## config.mk

```make
export PLATFORM = sky130hd
export DESIGN_NAME = cpu_nic
export DESIGN_NICKNAME = d
export VERILOG_FILES = /design/src/rtl/nic_pkg.sv /design/src/rtl/nic_fifo.sv /design/src/rtl/cpu_nic.sv
export SDC_FILE = /design/constraint.sdc
export NUM_CORES = 1
export LEC_CHECK = 0
export CORE_UTILIZATION = 63
export CTS_BUF_LIST = sky130_fd_sc_hd__clkbuf_2
export DETAILED_ROUTE_END_ITERATION = 16
export PLACE_DENSITY = 0.88
export SLEW_MARGIN = 20
export SYNTH_ARGS = -nofsm -noshare
export SYNTH_HDL_FRONTEND = slang
export SYNTH_SLANG_ARGS = --single-unit
```

## constraint.sdc

```tcl
create_clock -name clk -period 5.4 [get_ports clk]
set_clock_uncertainty 0.1 [all_clocks]
set_input_delay 1.62 -clock clk [delete_from_list [all_inputs] [get_ports clk]]
set_output_delay 1.62 -clock clk [all_outputs]
set_load 0.01 [all_outputs]
```

## src/rtl/nic_pkg.sv

```systemverilog
// Shared constants for the cpu_nic register map and default widths.
// Imported by nic_fifo and cpu_nic.
package nic_pkg;

  localparam int DATA_W_DEF     = 64;
  localparam int FIFO_DEPTH_DEF = 4;
  localparam int CNT_W_DEF      = 16;

  localparam logic [1:0] NIC_IN_BUF   = 2'b00;
  localparam logic [1:0] NIC_IN_STAT  = 2'b01;
  localparam logic [1:0] NIC_OUT_BUF  = 2'b10;
  localparam logic [1:0] NIC_OUT_STAT = 2'b11;

  // status flag lives in the LSB of the MSB-first data word
  localparam int STAT_BIT = DATA_W_DEF - 1;

endpackage

```

## src/rtl/nic_fifo.sv

```systemverilog
// Synchronous FIFO with push/pop, full/empty flags, head and count.
// Push is ignored when full, pop is ignored when empty.
module nic_fifo
  import nic_pkg::*;
#(
  parameter int W     = DATA_W_DEF,
  parameter int DEPTH = FIFO_DEPTH_DEF
) (
  input  logic                     clk,
  input  logic                     rst_n,
  input  logic                     push,
  input  logic                     pop,
  input  logic [0:W-1]             din,
  output logic                     full,
  output logic                     empty,
  output logic [0:W-1]             head,
  output logic [$clog2(DEPTH):0]   count
);

  localparam int AW = $clog2(DEPTH);
  localparam logic [AW:0] FULL_CNT = (AW+1)'(DEPTH);

  logic [0:W-1]  mem [DEPTH];
  logic [AW-1:0] wr_ptr;
  logic [AW-1:0] rd_ptr;
  logic          do_push;
  logic          do_pop;

  assign full    = count == FULL_CNT;
  assign empty   = count == '0;
  assign do_push = push & ~full;
  assign do_pop  = pop & ~empty;
  assign head    = mem[rd_ptr];

  always_ff @(posedge clk or negedge rst_n) begin
    if (!rst_n) begin
      wr_ptr <= '0;
      rd_ptr <= '0;
      count  <= '0;
      for (int i = 0; i < DEPTH; i++)
        mem[i] <= '0;
    end else begin
      if (do_push) begin
        mem[wr_ptr] <= din;
        wr_ptr      <= wr_ptr + 1'b1;
      end
      if (do_pop)
        rd_ptr <= rd_ptr + 1'b1;
      if (do_push && !do_pop)
        count <= count + 1'b1;
      else if (do_pop && !do_push)
        count <= count - 1'b1;
    end
  end

endmodule

```

## src/rtl/cpu_nic.sv

```systemverilog
// Memory-mapped NIC between the cmp data port and a ring router.
// Define NIC_COUNTERS_EN to add rx/tx/drop packet counters to the status regs.
module cpu_nic
  import nic_pkg::*;
#(
  parameter int DATA_W     = DATA_W_DEF,
  parameter int FIFO_DEPTH = FIFO_DEPTH_DEF,
  parameter int CNT_W      = CNT_W_DEF
) (
  input  logic              clk,
  input  logic              reset,
  input  logic [0:1]        addr_in,
  input  logic              mem_en,
  input  logic              mem_wr_en,
  input  logic [0:DATA_W-1] d_in,
  output logic [0:DATA_W-1] d_out,
  output logic              net_so,
  input  logic              net_ro,
  output logic [0:DATA_W-1] net_do,
  input  logic              net_si,
  output logic              net_ri,
  input  logic [0:DATA_W-1] net_di
);

  localparam int CW = $clog2(FIFO_DEPTH) + 1;

  logic              load;
  logic              store;
  logic              sel_in_buf;
  logic              sel_in_stat;
  logic              sel_out_buf;
  logic              sel_out_stat;
  logic              ready;
  logic              in_push;
  logic              in_pop;
  logic              in_full;
  logic              in_empty;
  logic [0:DATA_W-1] in_head;
  logic [CW-1:0]     in_count;
  logic              out_push;
  logic              out_pop;
  logic              out_full;
  logic              out_empty;
  logic [CW-1:0]     out_count;
  logic [0:DATA_W-1] in_stat;
  logic [0:DATA_W-1] out_stat;
  logic              unused_cnt;

  assign load         = mem_en & ~mem_wr_en;
  assign store        = mem_en & mem_wr_en;
  assign sel_in_buf   = addr_in == NIC_IN_BUF;
  assign sel_in_stat  = addr_in == NIC_IN_STAT;
  assign sel_out_buf  = addr_in == NIC_OUT_BUF;
  assign sel_out_stat = addr_in == NIC_OUT_STAT;
  assign unused_cnt   = ^{in_count, out_count};

  // holds net_ri low through reset and for the first edge after release
  always_ff @(posedge clk or negedge reset) begin
    if (!reset)
      ready <= 1'b0;
    else
      ready <= 1'b1;
  end

  assign net_ri   = ready & ~in_full;
  assign in_push  = net_si & net_ri;
  assign in_pop   = load & sel_in_buf & ~in_empty;
  assign out_push = store & sel_out_buf & ~out_full;
  assign net_so   = ~out_empty;
  assign out_pop  = net_so & net_ro;

  nic_fifo #(.W(DATA_W), .DEPTH(FIFO_DEPTH)) u_in_fifo (
    .clk   (clk),
    .rst_n (reset),
    .push  (in_push),
    .pop   (in_pop),
    .din   (net_di),
    .full  (in_full),
    .empty (in_empty),
    .head  (in_head),
    .count (in_count)
  );

  nic_fifo #(.W(DATA_W), .DEPTH(FIFO_DEPTH)) u_out_fifo (
    .clk   (clk),
    .rst_n (reset),
    .push  (out_push),
    .pop   (out_pop),
    .din   (d_in),
    .full  (out_full),
    .empty (out_empty),
    .head  (net_do),
    .count (out_count)
  );

`ifdef NIC_COUNTERS_EN
  logic [CNT_W-1:0] rx_cnt;
  logic [CNT_W-1:0] tx_cnt;
  logic [CNT_W-1:0] drop_cnt;
  logic             drop;

  assign drop = store & sel_out_buf & out_full;

  always_ff @(posedge clk or negedge reset) begin
    if (!reset) begin
      rx_cnt   <= '0;
      tx_cnt   <= '0;
      drop_cnt <= '0;
    end else begin
      if (in_push && rx_cnt != '1)
        rx_cnt <= rx_cnt + 1'b1;
      if (out_pop && tx_cnt != '1)
        tx_cnt <= tx_cnt + 1'b1;
      if (drop && drop_cnt != '1)
        drop_cnt <= drop_cnt + 1'b1;
    end
  end

  always_comb begin
    in_stat                     = '0;
    in_stat[0:CNT_W-1]          = rx_cnt;
    in_stat[STAT_BIT]           = ~in_empty;
    out_stat                    = '0;
    out_stat[0:CNT_W-1]         = tx_cnt;
    out_stat[CNT_W:2*CNT_W-1]   = drop_cnt;
    out_stat[STAT_BIT]          = out_full;
  end
`else
  always_comb begin
    in_stat            = '0;
    in_stat[STAT_BIT]  = ~in_empty;
    out_stat           = '0;
    out_stat[STAT_BIT] = out_full;
  end
`endif

  always_comb begin
    d_out = '0;
    if (load) begin
      unique case (1'b1)
        sel_in_buf:   d_out = in_empty ? '0 : in_head;
        sel_in_stat:  d_out = in_stat;
        sel_out_stat: d_out = out_stat;
        sel_out_buf:  d_out = '0;
        default:      d_out = '0;
      endcase
    end
  end

endmodule

```

Figure 1. Sizing map (run 1).
(2 px per um)
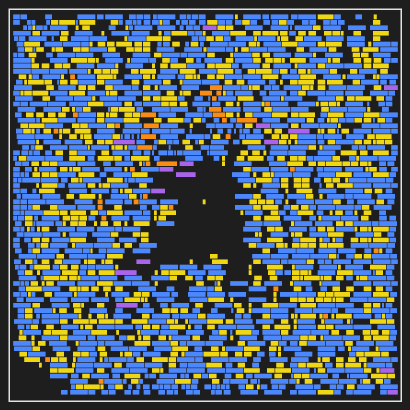
legend:
  drive 3 to 4:
    colour: orange
    cells: 33
    most_used: buf_4
  drive 6 and up:
    colour: purple
    cells: 15
    most_used: buf_12
  drive 2:
    colour: yellow
    cells: 802
    most_used: mux2_2
  drive 1 or less:
    colour: blue
    cells: 975
    most_used: dfrtp_1
Area Growth Syn to Fin: 17.9%
post-route design area: 0.0277 mm^2

Figure 2. Placed cells, one colour a class (run 1).
(2 px per um)
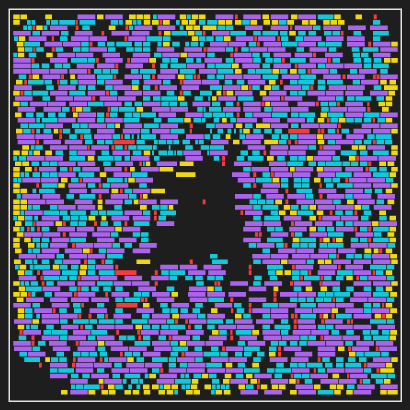
legend:
  clock drivers and dummy loads:
    colour: red
    cells: 234
    share_of_their_area: 4.5%
  all other logic:
    colour: cyan
    cells: 766
    share_of_their_area: 36%
  other buffers and delay cells:
    colour: yellow
    cells: 298
    share_of_their_area: 11%
  flip-flops:
    colour: purple
    cells: 527
    share_of_their_area: 49%
Core Region: 0.0367 mm^2
flop share of the area: 47.6%
row cnt: 70

==> results.sh, run 1 <==
# physical design summary
export IMPL_crit_chain="clkdlybuf4s50_1, nor4b_2, buf_12, and3_1, clkdlybuf4s50_1"
export IMPL_initCoreUtil_pct=64.1
export IMPL_maxCapViolations=0
export IMPL_status="completed"
export IMPL_dp_hpwl_mm=30.6
export IMPL_clock_power_share_pct=17.5
export IMPL_wl_per_cell_um=21.4
export IMPL_cts_root_buf="clkbuf_2"
export IMPL_vias_per_cell=5.91
export IMPL_slew_headroom_pct=31.8
export IMPL_worst_setup_path_end_kind="output pin"
export IMPL_cp_common_cell="clkdlybuf4s50_1"
export IMPL_cts_sinks=527
export IMPL_area_leaders="dfrtp_1 (56%), mux2_2 (22%), mux4_2 (12%), mux2_1 (2.3%), and3_1 (1.7%)"
export IMPL_cts_tree="yes"
export IMPL_chipArea_mm2=0.0381
export IMPL_ant_nets=0
export IMPL_critPathMaxFanout=65
export IMPL_edf_count=0
export IMPL_crit_slowest_cell="clkdlybuf4s50_1"
export IMPL_top_area_share_pct=56.1
export IMPL_p_sw_share_pct=30.9
export IMPL_yosysSeqAreaShare_pct=56.1
export IMPL_combPwrFrac_pct=38.5
export IMPL_antenna_found_initial=4
export IMPL_clock_latency_ps=1030
export IMPL_async_flop_share_pct=100
export IMPL_synthCells=1388
export IMPL_top_cells_by_count="dfrtp_1 (527), mux2_2 (467), mux4_2 (128), and3_1 (64), mux2_1 (49)"
export IMPL_hold_viol=0
export IMPL_ir_drop_mv=0.275
export IMPL_grt_max_degree=114
export IMPL_p_leak_uw=0.0127
export IMPL_flop_area_mm2=0.0132
export IMPL_switchingPower_uw=4800
export IMPL_drive_gt1_share_pct=46.6
export IMPL_dp_cells=2058
export IMPL_final_max_slew_violation_count=0
export IMPL_yosys_warnings=0
export IMPL_ios=266
export IMPL_worstMarginPinSlew_ps=1020
export IMPL_cp_required_ps=3680
export IMPL_fp_nets=1536
export IMPL_clkTransAtPathRegs_ps=90
export IMPL_track_usage_pct=27.0
export IMPL_max_stage_delay_ps=560
export IMPL_syn_cell_area_mm2=0.0235
export IMPL_startpoint_type="input port"
export IMPL_top_area_cell="dfrtp_1"
export IMPL_intPower_uw=10700
export IMPL_cts_buffers=136
export IMPL_setup_violations_final=0
export IMPL_grt_pass1_vias=15100
export IMPL_power_density_mw_per_mm2=560
export IMPL_fin_cells=2296
export IMPL_period_used_pct=98.8
export IMPL_tool_warnings=36
Figure 3. Met1 routing (run 1).
(2 px per um)
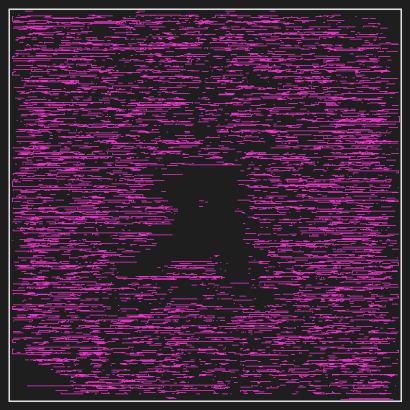
main direction: horizontal
share of all routed wire: 41%
nets with wire on the layer: 1,730
wire length on this layer: 20.3 mm
longest straight run: 64.4 um
GRT met1 Usage: 34.7%
final WL: 49.1 mm
Via Count: 13.6k

## run 1: per-layer routing
| layer | share of wire [%] | vias up | track usage, % |
|---|---|---|---|
| met4 | 1.8 | 4 | 9.92 |
| met2 | 50 | 376 | 44.0 |
| met5 | 0.063 | - | 0 |
| met1 | 41 | 7146 | 34.7 |
| li1 | - | 5981 | - |
| met3 | 6.7 | 64 | 7.74 |
## run 1: cell usage in the layout, fill, tap and decap left out, types with 6 or more instances in the layout
| master | count |
|---|---|
| dfrtp_1 | 523 |
| mux2_2 | 467 |
| clkdlybuf4s50_1 | 264 |
| clkbuf_2 | 199 |
| mux4_2 | 128 |
| and3_1 | 64 |
| mux2_1 | 49 |
| clkinv_1 | 27 |
| buf_4 | 23 |
| ha_1 | 10 |
| buf_12 | 9 |
| xnor2_1 | 8 |
| inv_1 | 6 |
## run 1: sequential cells by signal, indices dropped and copies added, names as in the netlist
| signal | flops |
|---|---|
| u_out_fifo.wr_ptr | 2 |
| u_out_fifo.mem | 256 |
| u_out_fifo.count | 3 |
| u_in_fifo.wr_ptr | 2 |
| ready | 1 |
| u_in_fifo.mem | 256 |
| u_out_fifo.rd_ptr | 2 |
| u_in_fifo.rd_ptr | 2 |
| u_in_fifo.count | 3 |
## run 1: power groups by stage
stage	clock, uW	sequential [uW]	combinational (uW)
floorplan	0	6420	4250
finish	2710	6840	5970
global placement	0	6750	5780
detailed placement	0	6920	5960
global route	3000	7060	6370
CTS	2810	6850	5980
## run 1: cell type report
cell class                      count  share of cell area (%)
Antenna cell                        3                  0.0271
Clock buffer                      199                    3.59
Clock inverter                     35                   0.857
Tap cell                          468                    2.11
Inverter                            6                  0.0812
Timing Repair Buffer              298                    11.0
Multi-Input combinational cell    760                    34.8
Sequential cell                   527                    47.6
## run 1: per-stage QoR
stage,hold WS (ps),setup slack [ps],cell area [um^2],setup TNS (ps)
floorplan,348,1020,23500,0
global placement,364,217,26500,0
detailed placement,376,96.0,26500,0
CTS,390,55.3,27700,0
global route,414,-22.2,27700,-22.2
finish,390,67.1,27700,0
## run 1: logic make-up after synthesis
logic type               Yosys count  share of synthesized area (%)
AND-OR/OR-AND                      1                         0.0426
XOR/XNOR                          12                          0.447
adder cells (fa/ha/maj)           12                          0.702
buffers and inverters            101                           2.90
flip-flops                       527                           56.1
multiplexers                     645                           37.0
other                              1                         0.0159
AND/OR/NAND/NOR                   89                           2.81
## run 1: path summary, 6_finish.rpt
| path | slack, ps | endpoint | from | cells after the start |
|---|---|---|---|---|
| setup reg to reg | 2520 | u_in_fifo.count[2] | u_in_fifo.count[1] | 8 |
| min in group asynchronous | 580 | u_out_fifo.mem[174] | reset | 1 |
| setup / recovery | 70 | d_out[49] | mem_wr_en | 5 |
| hold reg to reg | 390 | u_out_fifo.count[2] | u_out_fifo.count[2] | 1 |
| max in group asynchronous | 3510 | u_in_fifo.mem[127] | reset | 3 |
| hold / removal | 390 | u_out_fifo.count[2] | u_out_fifo.count[2] | 1 |
## run 1: what timing repair did
action / 4_1_cts / 5_1_grt
resized: 0 / 0
setup endpoints to repair: 0 / 4
endpoints found under the hold margin: 0 / 0
setup buffers: 0 / 1
hold buffers: 0 / 0
## Run 2: what changed since run 1
- CTS_CLUSTER_DIAMETER: unset -> 50
Figure 4. Met1 routing (run 2).
(2 px per um)
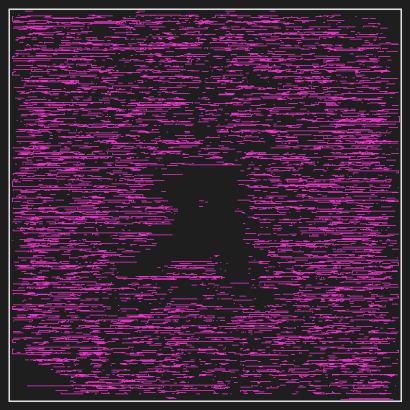
nets with wire on the layer: 1,730
wire length on this layer: 20.3 mm
share of all routed wire: 41%
main direction: horizontal

==> run 2 against run 1 <==
  * Flip-flop count stayed put
  * Sequential share of layout area stayed put
  * Design area stayed put
  * Global-route usage stayed put
  * Via count unchanged
  * Register-to-register slack about the same
  * Core utilization did not move
  * Critical path depth unchanged
  * Hold slack stayed put
  * Non-clock buffer count unchanged
  * Largest power group unchanged
  * Highest routed layer unchanged
==> results.sh, run 2 <==
# physical design summary
export IMPL_status="completed"
export IMPL_grt_max_degree=114
export IMPL_fin_cells=2296
export IMPL_crit_slowest_cell="clkdlybuf4s50_1"
export IMPL_cts_resized_gates=0
export IMPL_cts_tree="yes"
export IMPL_final_common_cell="dfrtp_1"
export IMPL_vias=13600
export IMPL_top_cells_by_count="dfrtp_1 (527), mux2_2 (467), mux4_2 (128), and3_1 (64), mux2_1 (49)"
export IMPL_wl_per_cell_um=21.4
export IMPL_syn_cell_area_mm2=0.0235
export IMPL_cp_common_cell="clkdlybuf4s50_1"
export IMPL_p_leak_uw=0.0127
export IMPL_dp_cells=2058
export IMPL_cts_sinks=527
export IMPL_dp_hpwl_mm=30.6
export IMPL_core_mm2=0.0367
export IMPL_antenna_found_initial=4
export IMPL_worstMarginPinSlew_ps=1020
export IMPL_hold_viol=0
export IMPL_critPathMaxFanout=65
export IMPL_area_growth_pct=17.9
export IMPL_clock_latency_ps=1030
export IMPL_min_path_cells=1
export IMPL_combPwrFrac_pct=38.5
export IMPL_tool_warnings=36
export IMPL_startpoint_type="input port"
export IMPL_clock_power_share_pct=17.5
export IMPL_r2r_cells=8
export IMPL_cp_required_ps=3680
export IMPL_intPower_uw=10700
export IMPL_maxCapViolations=0
export IMPL_chipArea_mm2=0.0381
export IMPL_crit_chain="clkdlybuf4s50_1, nor4b_2, buf_12, and3_1, clkdlybuf4s50_1"
export IMPL_slew_headroom_pct=31.8
export IMPL_worst_setup_path_end_kind="output pin"
export IMPL_edf_count=0
export IMPL_fmax_mhz=188
export IMPL_rows=70
export IMPL_wirelength_mm=49.1
export IMPL_area_leaders="dfrtp_1 (56%), mux2_2 (22%), mux4_2 (12%), mux2_1 (2.3%), and3_1 (1.7%)"
export IMPL_async_flop_share_pct=100
export IMPL_top_area_share_pct=56.1
export IMPL_grt_pass1_vias=15100
export IMPL_cts_root_buf="clkbuf_2"
export IMPL_period_used_pct=98.8
export IMPL_setup_violations_final=0
export IMPL_track_usage_pct=27.0
export IMPL_clkTransAtPathRegs_ps=90
export IMPL_switchingPower_uw=4800
export IMPL_fp_nets=1536
export IMPL_final_max_slew_violation_count=0
export IMPL_p_sw_share_pct=30.9
export IMPL_drc=0
export IMPL_power_density_mw_per_mm2=560
export IMPL_yosys_warnings=0
export IMPL_vias_per_cell=5.91
export IMPL_ios=266
export IMPL_biggestRegsByFlops="u_in_fifo.mem (256), u_out_fifo.mem (256)"
export IMPL_top_area_cell="dfrtp_1"
export IMPL_yosysUniqueCellTypes=32
export IMPL_ir_drop_mv=0.275
export IMPL_ctsHoldBuffers=0
export IMPL_hold_class="reg -> reg"
export IMPL_ant_nets=0
export IMPL_drive_gt1_share_pct=46.6
export IMPL_yosys_stat_area_mm2=0.0235
export IMPL_cts_buffers=136
export IMPL_flop_cell="dfrtp_1"
export IMPL_post_cts_buffers=0
export IMPL_synthCells=1388
export IMPL_final_cell_mix="dfrtp_1 (523), mux2_2 (467), clkdlybuf4s50_1 (264)"
export IMPL_initCoreUtil_pct=64.1
export IMPL_max_stage_delay_ps=560
export IMPL_whs_ps=390
export IMPL_yosysSeqAreaShare_pct=56.1
[run 2: cell counts in the layout (fill, tap and decap cells not counted)]
No cell type changed its count.
[run 2: worst paths after layout]
path                                     start                  end  slack, ps
max                                  mem_wr_en            d_out[49]         70
min                        u_out_fifo.count[2]  u_out_fifo.count[2]        390
max reg2reg                 u_in_fifo.count[1]   u_in_fifo.count[2]       2520
min reg2reg                u_out_fifo.count[2]  u_out_fifo.count[2]        390
max in group asynchronous                reset   u_in_fifo.mem[127]       3510
min in group asynchronous                reset  u_out_fifo.mem[174]        580
[run 2: per-stage QoR]
step                      setup slack, ps  power, uW  util [%]  TNS [ps]  area, um^2
after CTS                            55.3      15600      75.5         0       27700
after detailed placement             96.0      12900      72.1         0       26500
final                                67.1      15500      75.6         0       27700
after global routing                -22.2      16400      75.6     -22.2       27700
after floorplan                      1020      10700         -         0       23500
after global placement                217      12500      72.1         0       26500
[run 2: layer usage]
layer  up-vias  global-route usage, %  wire length [um]
met3        64                   7.74              3270
met5         -                      0                31
met4         4                   9.92               897
li1       5981                      -                 -
met2       376                   44.0             24600
met1      7146                   34.7             20300
[run 2: power groups by stage]
stage	Sequential, uW	Combinational, uW	Clock (uW)
floorplan	6420	4250	0
global placement	6750	5780	0
detailed placement	6920	5960	0
CTS	6850	5980	2810
global route	7060	6370	3000
finish	6840	5970	2710
[run 2: worst max-delay path: cells and delay by family]
kind	cells	cell delay, ps
buf+inv	3	1310
simple gates	2	620
[run 2: area by class of cell]
| class | count | area [um^2] | share of cell area (%) |
|---|---|---|---|
| Inverter | 6 | 22.5 | 0.0812 |
| Timing Repair Buffer | 298 | 3040 | 11.0 |
| Clock buffer | 199 | 996 | 3.59 |
| Clock inverter | 35 | 238 | 0.857 |
| Antenna cell | 3 | 7.51 | 0.0271 |
| Multi-Input combinational cell | 760 | 9660 | 34.8 |
| Sequential cell | 527 | 13200 | 47.6 |
| Tap cell | 468 | 586 | 2.11 |
[run 2: logic make-up after synthesis]
kind of cell | after synthesis | synth area share (%)
and+or+nand+nor | 89 | 2.81
buffers and inverters | 101 | 2.90
adders and majority gates | 12 | 0.702
muxes | 645 | 37.0
AOI/OAI and AO/OA | 1 | 0.0426
DFF | 527 | 56.1
other | 1 | 0.0159
xor gates and xnor gates | 12 | 0.447
Power is estimated from default activity; no workload was simulated.
